===== src/rtl/vga_tile_renderer.sv =====
// vga_tile_renderer: tile-grid VGA renderer with a frame-shadowed cell map and a 2-tick pixel pipeline.
// Define VGA_TILE_GRID_LINES_EN to draw cell borders using the last palette entry.
module vga_tile_renderer #(
    parameter int COLS    = 16,
    parameter int ROWS    = 12,
    parameter int BPC     = 2,
    parameter int CELL_W  = 40,
    parameter int CELL_H  = 40,
    parameter int CLK_DIV = 2,
    parameter int H_SYNC  = 96,
    parameter int H_BP    = 48,
    parameter int H_ACT   = 640,
    parameter int H_FP    = 16,
    parameter int V_SYNC  = 2,
    parameter int V_BP    = 33,
    parameter int V_ACT   = 480,
    parameter int V_FP    = 10
) (
    input  logic                        clock,
    input  logic                        reset,
    input  logic [COLS*ROWS*BPC-1:0]    cells,
    input  logic [(2**BPC)*12-1:0]      palette,
    output logic                        hSync,
    output logic                        vSync,
    output logic [3:0]                  r,
    output logic [3:0]                  g,
    output logic [3:0]                  b,
    output logic                        frame_start,
    output logic                        active
);
    localparam int H_TOTAL = H_SYNC + H_BP + H_ACT + H_FP;
    localparam int V_TOTAL = V_SYNC + V_BP + V_ACT + V_FP;
    localparam int H_START = H_SYNC + H_BP;
    localparam int H_END   = H_START + H_ACT;
    localparam int V_START = V_SYNC + V_BP;
    localparam int V_END   = V_START + V_ACT;
    localparam int N       = COLS * ROWS;
    localparam int TW      = CLK_DIV > 1 ? $clog2(CLK_DIV) : 1;
    localparam int HW      = $clog2(H_TOTAL);
    localparam int VW      = $clog2(V_TOTAL);
    localparam int PXW     = $clog2(CELL_W + 1);
    localparam int PYW     = $clog2(CELL_H + 1);
    localparam int CXW     = $clog2(H_ACT + 1);
    localparam int CYW     = $clog2(V_ACT + 1);
    localparam int IW      = $clog2(COLS * (V_ACT + 1) + H_ACT + 1);

    logic [TW-1:0]      tick_q, tick_d;
    logic [HW-1:0]      h_q, h_d;
    logic [VW-1:0]      v_q, v_d;
    logic [PXW-1:0]     px_q, px_d;
    logic [PYW-1:0]     py_q, py_d;
    logic [CXW-1:0]     cx_q, cx_d;
    logic [CYW-1:0]     cy_q, cy_d;
    logic [IW-1:0]      row_q, row_d, idx;
    logic [N*BPC-1:0]   shadow_q;
    logic [BPC-1:0]     s1_idx_q, cell_v, pal_d;
    logic               s1_on_q, s1_vis_q, s1_hs_q, s1_vs_q;
    logic [11:0]        rgb_q, rgb_sel;
    logic               act_q, hs_q, vs_q;
    logic               pix, fs, h_last, v_last, h_vis, v_vis, px_wrap, py_wrap, line_end, in_grid;

    always_comb begin
        pix      = tick_q == TW'(CLK_DIV - 1);
        h_last   = h_q == HW'(H_TOTAL - 1);
        v_last   = v_q == VW'(V_TOTAL - 1);
        fs       = pix && h_q == '0 && v_q == '0;
        h_vis    = int'(h_q) >= H_START && int'(h_q) < H_END;
        v_vis    = int'(v_q) >= V_START && int'(v_q) < V_END;
        px_wrap  = px_q == PXW'(CELL_W - 1);
        py_wrap  = py_q == PYW'(CELL_H - 1);
        line_end = pix && h_last;
        tick_d   = pix ? '0 : tick_q + 1'b1;
        h_d      = !pix ? h_q : h_last ? '0 : h_q + 1'b1;
        v_d      = !line_end ? v_q : v_last ? '0 : v_q + 1'b1;
        px_d     = !pix ? px_q : (!h_vis || px_wrap) ? '0 : px_q + 1'b1;
        cx_d     = !pix ? cx_q : !h_vis ? '0 : cx_q + CXW'(px_wrap);
        py_d     = !line_end ? py_q : (!v_vis || py_wrap) ? '0 : py_q + 1'b1;
        cy_d     = !line_end ? cy_q : !v_vis ? '0 : cy_q + CYW'(py_wrap);
        row_d    = !line_end ? row_q : !v_vis ? '0 : py_wrap ? row_q + IW'(COLS) : row_q;
    end

    // Linear cell index built from a running row base, so the pixel path needs no multiplier.
    always_comb begin
        idx     = row_q + IW'(cx_q);
        in_grid = int'(cx_q) < COLS && int'(cy_q) < ROWS;
        cell_v  = '0;
        for (int i = 0; i < N; i++)
            if (idx == IW'(i)) cell_v = shadow_q[(N-1-i)*BPC +: BPC];
`ifdef VGA_TILE_GRID_LINES_EN
        pal_d = (px_q == '0 || py_q == '0) ? '1 : cell_v;
`else
        pal_d = cell_v;
`endif
        rgb_sel = '0;
        for (int i = 0; i < 2**BPC; i++)
            if (s1_idx_q == BPC'(i)) rgb_sel = palette[i*12 +: 12];
    end

    always_ff @(posedge clock) begin
        if (reset) begin
            {tick_q, h_q, v_q, px_q, py_q, cx_q, cy_q, row_q, shadow_q} <= '0;
            {s1_idx_q, s1_on_q, s1_vis_q, s1_hs_q, s1_vs_q} <= '0;
            {rgb_q, act_q, hs_q, vs_q} <= '0;
        end else begin
            tick_q <= tick_d;
            h_q    <= h_d;
            v_q    <= v_d;
            px_q   <= px_d;
            py_q   <= py_d;
            cx_q   <= cx_d;
            cy_q   <= cy_d;
            row_q  <= row_d;
            if (fs) shadow_q <= cells;
            if (pix) begin
                s1_idx_q <= pal_d;
                s1_on_q  <= h_vis && v_vis && in_grid;
                s1_vis_q <= h_vis && v_vis;
                s1_hs_q  <= int'(h_q) < H_SYNC;
                s1_vs_q  <= int'(v_q) < V_SYNC;
                rgb_q    <= s1_on_q ? rgb_sel : '0;
                act_q    <= s1_vis_q;
                hs_q     <= s1_hs_q;
                vs_q     <= s1_vs_q;
            end
        end
    end

    // Sync flags are stored active-high so cleared pipeline registers mean "no pulse".
    assign hSync       = ~(hs_q & ~reset);
    assign vSync       = ~(vs_q & ~reset);
    assign {r, g, b}   = reset ? 12'h000 : rgb_q;
    assign active      = act_q & ~reset;
    assign frame_start = fs & ~reset;
endmodule


===== config.mk =====
export PLATFORM = sky130hd
export DESIGN_NAME = vga_tile_renderer
export DESIGN_NICKNAME = d
export VERILOG_FILES = /design/src/rtl/vga_tile_renderer.sv
export SDC_FILE = /design/constraint.sdc
export NUM_CORES = 1
export LEC_CHECK = 0
export ABC_AREA = 1
export CORE_ASPECT_RATIO = 0.6
export CORE_MARGIN = 2
export CORE_UTILIZATION = 40
export CTS_CLUSTER_SIZE = 40
export DETAILED_ROUTE_END_ITERATION = 10
export HOLD_SLACK_MARGIN = 0.08
export PLACE_DENSITY = 0.67
export RECOVER_POWER = 25
export SETUP_SLACK_MARGIN = 0.4
export SLEW_MARGIN = 15
export SYNTH_ARGS = -nofsm -noshare
export SYNTH_HDL_FRONTEND = slang
export SYNTH_SLANG_ARGS = --single-unit

===== constraint.sdc =====
create_clock -name clock -period 9.4 [get_ports clock]
set_input_delay 0.94 -clock clock [delete_from_list [all_inputs] [get_ports clock]]
set_output_delay 0.94 -clock clock [all_outputs]
set_load 0.1 [all_outputs]

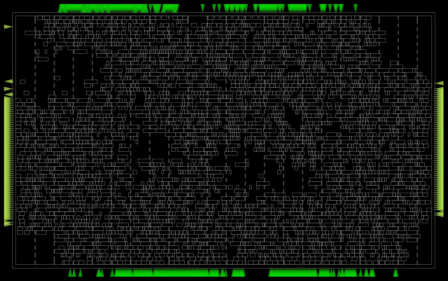
placement.png
Core Util, Final: 0.538
Core Footprint: 53900 um2

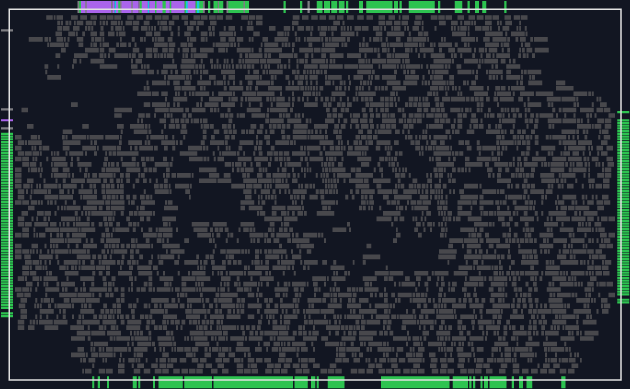
io_placement.png
Drawn at 2 px/um. Pins as bars across the die edge, other pins in gray.
Key: purple = palette [pins 48, direction input, edge 47 north, 1 west]; green = cells [pins 384, direction input, edge 164 south, 85 north, 68 east, 67 west]; cyan = r [pins 4, direction output, edge north]
All pins by edge: 164 south, 147 north, 71 west, 68 east.
I/O Buffers: 449
Horiz. Die Dim: 305 um

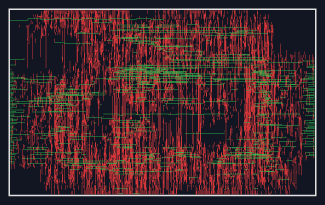
wires.png
Drawn at 1 px/um. Two of the layers only.
Key: green = metal 3 [wire length 7850 um]; red = metal 2 [wire length 35.4 mm]
Tot GR Track Use: 0.297
number of vias after detailed routing: 23500
total detailed-routing wirelength: 86500 um
WL/cell: 20.6 um

==> impl_metrics.xml <==
<?xml version="1.0" encoding="UTF-8"?>
<metrics>
  <group name="cts">
    <metric name="cts.sink_count" unit="">467</metric>
    <metric name="tritoncts" unit="">built</metric>
    <metric name="holdBufCountCts" unit="">0</metric>
    <metric name="cts.repair.resized" unit="">24</metric>
  </group>
  <group name="detailed_routing">
    <metric name="detail_route.vias_per_cell" unit="">5.57</metric>
    <metric name="m1WireLength" unit="um">40000</metric>
    <metric name="total_length_of_routed_met2_wires" unit="um">35400</metric>
  </group>
  <group name="critical_path">
    <metric name="timing.critical_path.fanout_max" unit="">7</metric>
    <metric name="cp_top_family" unit="">simple AND/OR/NAND/NOR gates</metric>
    <metric name="worstSetupPathType" unit="">flop to flop</metric>
    <metric name="slowest_stage_delay_cp" unit="ns">0.37</metric>
  </group>
  <group name="finish">
    <metric name="finish.instance_area" unit="um2">29000</metric>
    <metric name="areaGrowthSynthToFinish" unit="%">33.3</metric>
    <metric name="final_layout_size_suffix_gt1_frac" unit="">0.0747</metric>
  </group>
  <group name="final_timing">
    <metric name="setup-violations-final" unit="">2</metric>
    <metric name="timing_max_transition_violations_final" unit="">477</metric>
    <metric name="setup_slack_after_layout" unit="ns">-1.95</metric>
    <metric name="rsz0062_at_grt" unit="">true</metric>
    <metric name="fin_crit_sh" unit="">1.21</metric>
    <metric name="skew" unit="ns">0.0371</metric>
    <metric name="hold_viol_final" unit="">0</metric>
    <metric name="timing.setup.tns" unit="ns">-3.66</metric>
  </group>
  <group name="worst_hold_path">
    <metric name="hold_path_class" unit="">flop to flop</metric>
  </group>
  <group name="power">
    <metric name="standby_leakage_power" unit="nW">11.3</metric>
    <metric name="switchingPower" unit="mW">1.28</metric>
    <metric name="power.combinational.fraction" unit="">0.133</metric>
    <metric name="power" unit="mW">4.86</metric>
    <metric name="pg_clk" unit="mW">1.94</metric>
  </group>
  <group name="synthesis">
    <metric name="top_cell" unit="">sky130_fd_sc_hd__nor2_1</metric>
    <metric name="synth.net_count" unit="">3523</metric>
    <metric name="yosys.cell_types.count" unit="">43</metric>
    <metric name="area_leaders" unit="">sky130_fd_sc_hd__dfxtp_1 43%, sky130_fd_sc_hd__nor2_1 16%, sky130_fd_sc_hd__nand4_1 11%</metric>
    <metric name="yosys_warnings" unit="">0</metric>
    <metric name="syn-mean-instance-area" unit="um2">7.08</metric>
  </group>
  <group name="run_status">
    <metric name="status" unit="">finished with violations</metric>
    <metric name="failing_checks" unit="">capacitance limit, slew limit, setup timing</metric>
  </group>
  <group name="global_routing">
    <metric name="grt_first_pass_wirelength" unit="um">129000</metric>
    <metric name="use_met2" unit="">0.428</metric>
    <metric name="grt_start_max_net_pins" unit="">229</metric>
  </group>
  <group name="place">
    <metric name="post-dp-hpwl" unit="um">58200</metric>
  </group>
  <group name="flow_run">
    <metric name="drv.max_cap_violation_count" unit="">4</metric>
  </group>
</metrics>
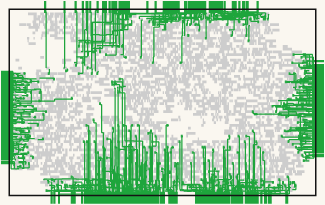
io_fan.png
Drawn at 1 px/um.
Key: green = cells [direction input, edge 164 south, 85 north, 68 east, 67 west, end cells 384, wire 13000 um]
top-level I/O count: 450

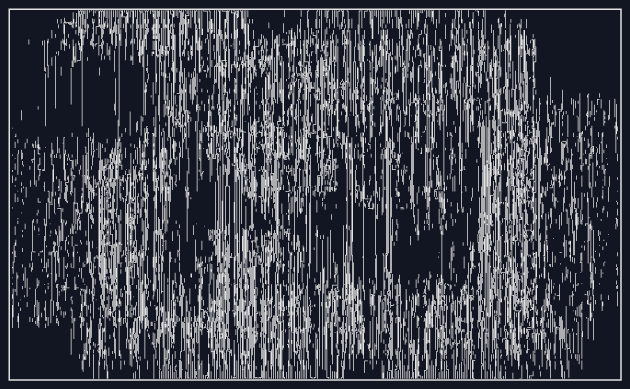
layer_met2.png
Drawn at 2 px/um.
3004 nets have wire on it. The layer holds 41% of the routed length. The longest straight run is 78.2 um.

==> final cells by class <==
class	count	area (um2)
Fill cell	5172	24900
Multi-Input combinational cell	2147	10800
Sequential cell	467	9350
Timing Repair Buffer	575	5500
Clock buffer	68	1440
Tap cell	714	893
Inverter	222	837
Clock inverter	15	144
Antenna cell	2	5.00
==> placed cells by master (no fill, tap or decap), types with 3 or more instances in the layout <==
cell type and n:
sky130_fd_sc_hd__a32o_1 3, sky130_fd_sc_hd__clkbuf_16 49, sky130_fd_sc_hd__clkinv_2 9, sky130_fd_sc_hd__o2111ai_1 3
sky130_fd_sc_hd__ha_1 14, sky130_fd_sc_hd__inv_1 215, sky130_fd_sc_hd__o21ai_0 351, sky130_fd_sc_hd__clkbuf_8 14
sky130_fd_sc_hd__o22ai_1 13, sky130_fd_sc_hd__buf_12 4, sky130_fd_sc_hd__clkdlybuf4s50_1 448, sky130_fd_sc_hd__nand2_2 10
sky130_fd_sc_hd__nand2_1 112, sky130_fd_sc_hd__clkbuf_1 7, sky130_fd_sc_hd__nor4_1 80, sky130_fd_sc_hd__nor2_2 24
sky130_fd_sc_hd__nand4_1 387, sky130_fd_sc_hd__nor3b_1 6, sky130_fd_sc_hd__o31ai_1 4, sky130_fd_sc_hd__buf_4 117
sky130_fd_sc_hd__o211ai_1 8, sky130_fd_sc_hd__nor4b_1 17, sky130_fd_sc_hd__nor3_1 32, sky130_fd_sc_hd__dfxtp_1 465
sky130_fd_sc_hd__ha_4 4, sky130_fd_sc_hd__a221oi_1 3, sky130_fd_sc_hd__a211oi_1 80, sky130_fd_sc_hd__nor2_4 9
sky130_fd_sc_hd__nand3_1 40, sky130_fd_sc_hd__nor2_1 893, sky130_fd_sc_hd__a21oi_1 20, sky130_fd_sc_hd__xor2_1 16
No activity file was given, so power comes from the tool's default toggle rates.
